### config.mk
export PLATFORM = sky130hd
export DESIGN_NAME = if_stage
export DESIGN_NICKNAME = d
export VERILOG_FILES = /design/src/rtl/cpu_defs_pkg.sv /design/src/rtl/if_stage_npc_calc.sv /design/src/rtl/if_stage.sv
export SDC_FILE = /design/constraint.sdc
export NUM_CORES = 1
export LEC_CHECK = 0
export ABC_AREA = 1
export CORE_UTILIZATION = 48
export CTS_CLUSTER_DIAMETER = 80
export DETAILED_ROUTE_END_ITERATION = 8
export PLACE_DENSITY = 0.82
export SLEW_MARGIN = 5
export SYNTH_ARGS = -nofsm -noshare
export SYNTH_HDL_FRONTEND = slang
export SYNTH_SLANG_ARGS = --single-unit
### constraint.sdc
create_clock -name clk -period 3.85 [get_ports clk]
set_input_delay 0.77 -clock clk [delete_from_list [all_inputs] [get_ports clk]]
set_output_delay 0.77 -clock clk [all_outputs]
set_load 0.02 [all_outputs]
### src/rtl/cpu_defs_pkg.sv
// Shared CPU definitions: next-PC select codes, fetch-stage state encoding
// and the default reset vector.
package cpu_defs;

   typedef enum logic [1:0] {
      NPC_SEQ    = 2'd0,
      NPC_BRANCH = 2'd1,
      NPC_JUMP   = 2'd2,
      NPC_JR     = 2'd3
   } npc_op_e;

   typedef enum logic [1:0] {
      S_FETCH = 2'd0,
      S_EXEC  = 2'd1,
      S_FAULT = 2'd2
   } fetch_state_e;

   localparam logic [31:0] DEFAULT_RESET_PC = 32'h0000_3000;

   // A target is only legal if it lands on a word boundary.
   function automatic logic isWordAligned(input logic [31:0] addr);
      return addr[1:0] == 2'b00;
   endfunction

endpackage

### src/rtl/if_stage_npc_calc.sv
// Combinational next-PC selection shared by the fetch stage and the controller:
// sequential, PC-relative branch, pseudo-direct jump and register target.
module npc_calc
   import cpu_defs::*;
(
   input  logic [31:0] pc_i,
   input  logic [31:0] ir_i,
   input  logic [31:0] rs_data_i,
   input  npc_op_e     npc_op_i,
   output logic [31:0] npc_o,
   output logic [31:0] pc4_o
);

   logic [31:0] pc4;
   logic [31:0] branchOffset;
   logic [31:0] jumpTarget;

   assign pc4          = pc_i + 32'd4;
   assign branchOffset = {{14{ir_i[15]}}, ir_i[15:0], 2'b00};
   // Jump keeps the 256 MB region of the delay-slot address (PC+4), not of PC.
   assign jumpTarget   = {pc4[31:28], ir_i[25:0], 2'b00};
   assign pc4_o        = pc4;

   always_comb begin
      npc_o = pc4;
      case (npc_op_i)
         NPC_SEQ:    npc_o = pc4;
         NPC_BRANCH: npc_o = pc4 + branchOffset;
         NPC_JUMP:   npc_o = jumpTarget;
         NPC_JR:     npc_o = rs_data_i;
         default:    npc_o = pc4;
      endcase
   end

endmodule

### src/rtl/if_stage.sv
// Instruction-fetch stage: owns the PC, fetches one word at a time over a
// req/ack handshake, holds it in IR for the decoder and retires on PCWrite.
module if_stage
   import cpu_defs::*;
#(
   parameter logic [31:0] RESET_PC = DEFAULT_RESET_PC,
   parameter int          IMEM_AW  = 32
) (
   input  logic               clk,
   input  logic               rst_n,
   input  logic [1:0]         NPCOp,
   input  logic               PCWrite,
   input  logic               stall,
   input  logic [31:0]        rs_data,
   output logic               imem_req,
   output logic [IMEM_AW-1:0] imem_addr,
   input  logic [31:0]        imem_rdata,
   input  logic               imem_ack,
   output logic [31:0]        PC,
   output logic [31:0]        PC4,
   output logic [31:0]        IR,
   output logic [5:0]         OP,
   output logic [5:0]         Funct,
   output logic               instr_valid,
   output logic               addr_fault,
   output logic [31:0]        retire_cnt
);

   fetch_state_e state_q, state_d;
   logic [31:0]  pc_q, pc_d;
   logic [31:0]  ir_q, ir_d;
   logic [31:0]  retireCnt_q, retireCnt_d;
   logic [31:0]  npc;
   logic         retire;

   npc_calc uNpcCalc (
      .pc_i      (pc_q),
      .ir_i      (ir_q),
      .rs_data_i (rs_data),
      .npc_op_i  (npc_op_e'(NPCOp)),
      .npc_o     (npc),
      .pc4_o     (PC4)
   );

   // Reset is active-high and synchronous despite the port name.
   always_ff @(posedge clk) begin
      if (rst_n) begin
         state_q     <= S_FETCH;
         pc_q        <= RESET_PC;
         ir_q        <= 32'd0;
         retireCnt_q <= 32'd0;
      end else begin
         state_q     <= state_d;
         pc_q        <= pc_d;
         ir_q        <= ir_d;
         retireCnt_q <= retireCnt_d;
      end
   end

   assign retire = (state_q == S_EXEC) && PCWrite && !stall;

   always_comb begin
      state_d     = state_q;
      pc_d        = pc_q;
      ir_d        = ir_q;
      retireCnt_d = retireCnt_q;
      case (state_q)
         S_FETCH: begin
            if (imem_ack) begin
               ir_d    = imem_rdata;
               state_d = S_EXEC;
            end
         end
         S_EXEC: begin
            if (retire) begin
               // A misaligned target still retires the instruction that produced it.
               retireCnt_d = retireCnt_q + 32'd1;
               if (isWordAligned(npc)) begin
                  pc_d    = npc;
                  state_d = S_FETCH;
               end else begin
                  state_d = S_FAULT;
               end
            end
         end
         S_FAULT: state_d = S_FAULT;
         default: state_d = S_FETCH;
      endcase
   end

   // Request is masked during reset so memory sees no new fetch that cycle.
   always_comb begin
      imem_req    = (state_q == S_FETCH) && !rst_n;
      instr_valid = (state_q == S_EXEC);
      addr_fault  = (state_q == S_FAULT);
   end

   assign imem_addr  = IMEM_AW'(pc_q);
   assign PC         = pc_q;
   assign IR         = ir_q;
   assign OP         = ir_q[31:26];
   assign Funct      = ir_q[5:0];
   assign retire_cnt = retireCnt_q;

endmodule
Run 1, where the registers sit:
Bar = 50 um. Other sequential cells in the stronger gray, the rest of the logic in the fainter gray.
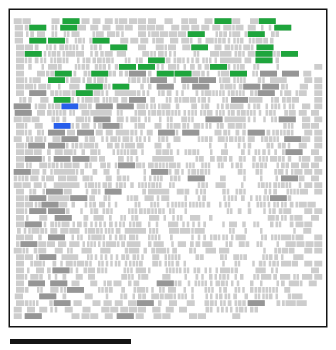
Key: `retire_cnt` = green [flops 32, where a horizontal strip, top]; `state_q` = blue [flops 2]
Another 64 sequential cells are not colored.
final core occ: 67.0%
register area: 0.00196 mm2
P_seq: 1.23 mW

Run 1, cells by drive strength:
Bar = 50 um.
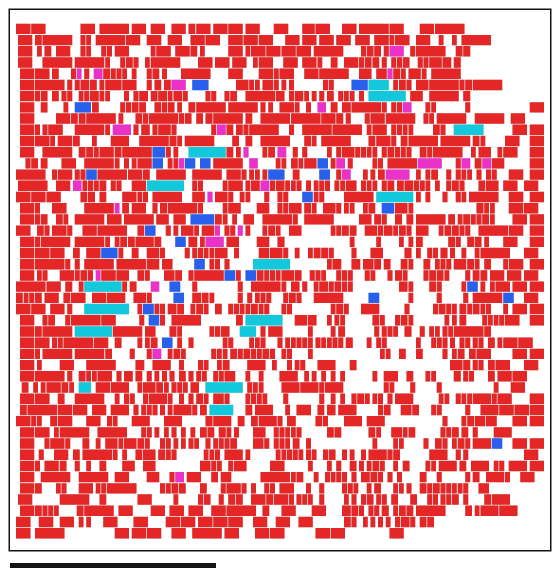
Key: _6 and larger = cyan [cells 15, share 0.98%]; _0 and _1 cells = red [cells 1464, share 95%]; _3 and _4 cells = blue [cells 29, share 1.9%]; _2 cells = magenta [cells 30, share 2.0%]
area grow syn2layout: 34.5%
setup slack after layout: 237 ps
design area: 0.0108 mm2
number of non-clock buffers: 267

==> results.sh, run 1 <==
# source this file to load flow results
export IMPL_skew_ps=9.82
export IMPL_initCoreUtil_pct=49.8
export IMPL_slew_headroom_pct=47.1
export IMPL_comb_cells=981
export IMPL_comb_share_pct=45.6
export IMPL_synth_edff_count=0
export IMPL_holdCritPathClass="reg2reg"
export IMPL_die_w_um=131
export IMPL_comb_area_mm2=0.00491
export IMPL_seq_share_pct=18.2
export IMPL_grt_pass1_wl_mm=49.1
export IMPL_synth_flops=98
export IMPL_gp_congestion=1.02
export IMPL_hold_viol_final=0
export IMPL_grt_use_met2_pct=58.8
export IMPL_crit_chain="ha_1 > nand2_1 > nor3_4 > nand3b_1 > nor2_2 > nand2_1 > xor2_2 > inv_1 > clkdlybuf4s50_1"
export IMPL_worstPathArrival_ps=2840
export IMPL_tightest_slew_ps=793
export IMPL_layout_cells_non_filler=1754
export IMPL_layout_top_cell="nand2_1"
export IMPL_cp_num_cells=9
export IMPL_synthTopLogicFamily="simple AND/OR/NAND/NOR gates"
export IMPL_ys_sh_xor_pct=4.05
export IMPL_ir_worst_vdd_v=0.000384
export IMPL_status="completed"
export IMPL_critPathCapture="PC4[22]"
export IMPL_simple_gate_share_pct=37.2
export IMPL_die_h_um=131
export IMPL_vias=9711
export IMPL_remaining_drc_errors=0
export IMPL_cts_setup_buffers=0
Run 1, clock nets:
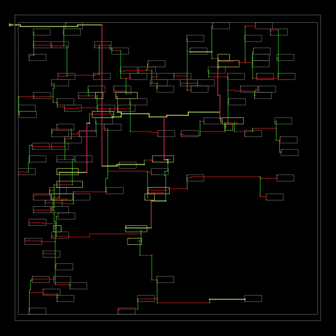
TritonCTS Sinks: 98
Layout clock buffers: 10
num sequential: 98
clk pwr: 1.01 mW
Late-Pin Clk Latency: 360 ps

==> run 2: changes to the inputs <==
--- a/config.mk
+++ b/config.mk
@@ -6,10 +6,11 @@
 export NUM_CORES = 1
 export LEC_CHECK = 0
 export ABC_AREA = 1
-export CORE_UTILIZATION = 48
+export CORE_UTILIZATION = 49
+export CTS_BUF_LIST = sky130_fd_sc_hd__clkbuf_2
 export CTS_CLUSTER_DIAMETER = 80
 export DETAILED_ROUTE_END_ITERATION = 8
-export PLACE_DENSITY = 0.82
+export PLACE_DENSITY = 0.83
 export SLEW_MARGIN = 5
 export SYNTH_ARGS = -nofsm -noshare
 export SYNTH_HDL_FRONTEND = slang
==> run 2 against run 1 <==
Worst hold slack improved by 18 ps. Cell count is 0.17% higher. Utilization rose by 0.16 points. Sequential share of layout area grew 0.41 points. Via count shrank 0.85%. First-iteration DRC count is 14% higher. Critical path type unchanged. Critical endpoint is now PC4[13].
==> results.sh, run 2 <==
# source this file to load flow results
export IMPL_die_h_um=130
export IMPL_ys_sh_xor_pct=4.05
export IMPL_seq_area_mm2=0.00199
export IMPL_worstPathArrival_ps=2980
export IMPL_cap_violations=0
export IMPL_clkSinkCount=98
export IMPL_holdCritPathClass="reg2reg"
export IMPL_status="completed"
export IMPL_die_w_um=130
export IMPL_fin_util_pct=67.1
export IMPL_layout_cells_non_filler=1757
export IMPL_critPathCapture="PC4[13]"
export IMPL_vias=9628
export IMPL_vias_per_cell=5.48
export IMPL_simple_gate_share_pct=37.2
export IMPL_ir_worst_vdd_v=0.000402
export IMPL_crit_chain="nand2_1 > nor2_1 > nand4_1 > nor2_1 > xor2_1 > buf_4 > clkdlybuf4s50_1"
export IMPL_synth_flops=98
export IMPL_cp_num_cells=7
export IMPL_synthTopLogicFamily="simple AND/OR/NAND/NOR gates"
export IMPL_grt_use_met2_pct=60.7
export IMPL_comb_area_mm2=0.00494
export IMPL_seq_cells=98
export IMPL_slew_headroom_pct=45.7
export IMPL_comb_cells=981
export IMPL_tightest_slew_ps=813
export IMPL_synth_edff_count=0
export IMPL_comb_share_pct=46.4
export IMPL_remaining_drc_errors=0
export IMPL_signal_buffers=269
Run 2, clock nets:
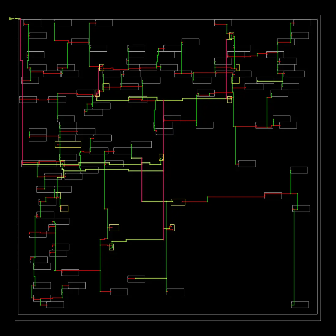
clk pwr: 608 uW
Late-Pin Clk Latency: 720 ps
clk_skew: 85.2 ps
Layout clock buffers: 9

Run 2, cells by drive strength:
Bar = 50 um.
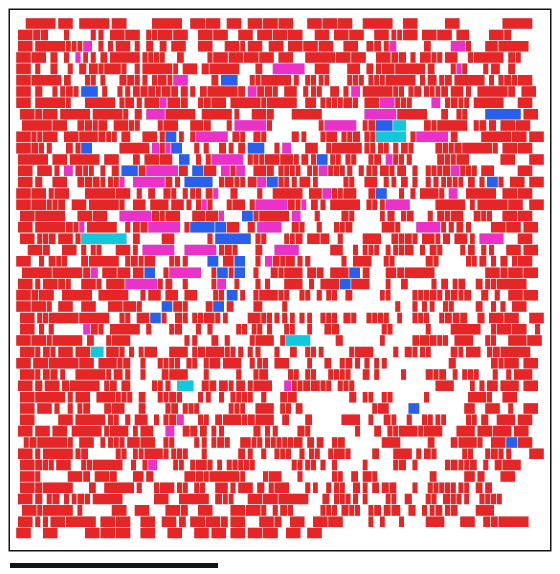
Key: _3 and _4 cells = blue [cells 33, share 2.1%]; _6 and larger = cyan [cells 6, share 0.39%]; _2 cells = magenta [cells 60, share 3.9%]; _0 and _1 cells = red [cells 1441, share 94%]
design area: 0.0107 mm2
area grow syn2layout: 33.3%
setup slack after layout: 101 ps

Run 2, where the registers sit:
Bar = 50 um. Other sequential cells in the stronger gray, the rest of the logic in the fainter gray.
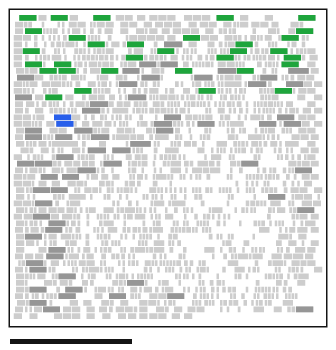
Key: `state_q` = blue [flops 2]; `retire_cnt` = green [flops 32, where a horizontal strip, top]
Another 64 sequential cells are not colored.
P_seq: 1.25 mW
Seq area share: 18.7%

Power figures rest on the tool's default switching activity, not on a simulated workload.
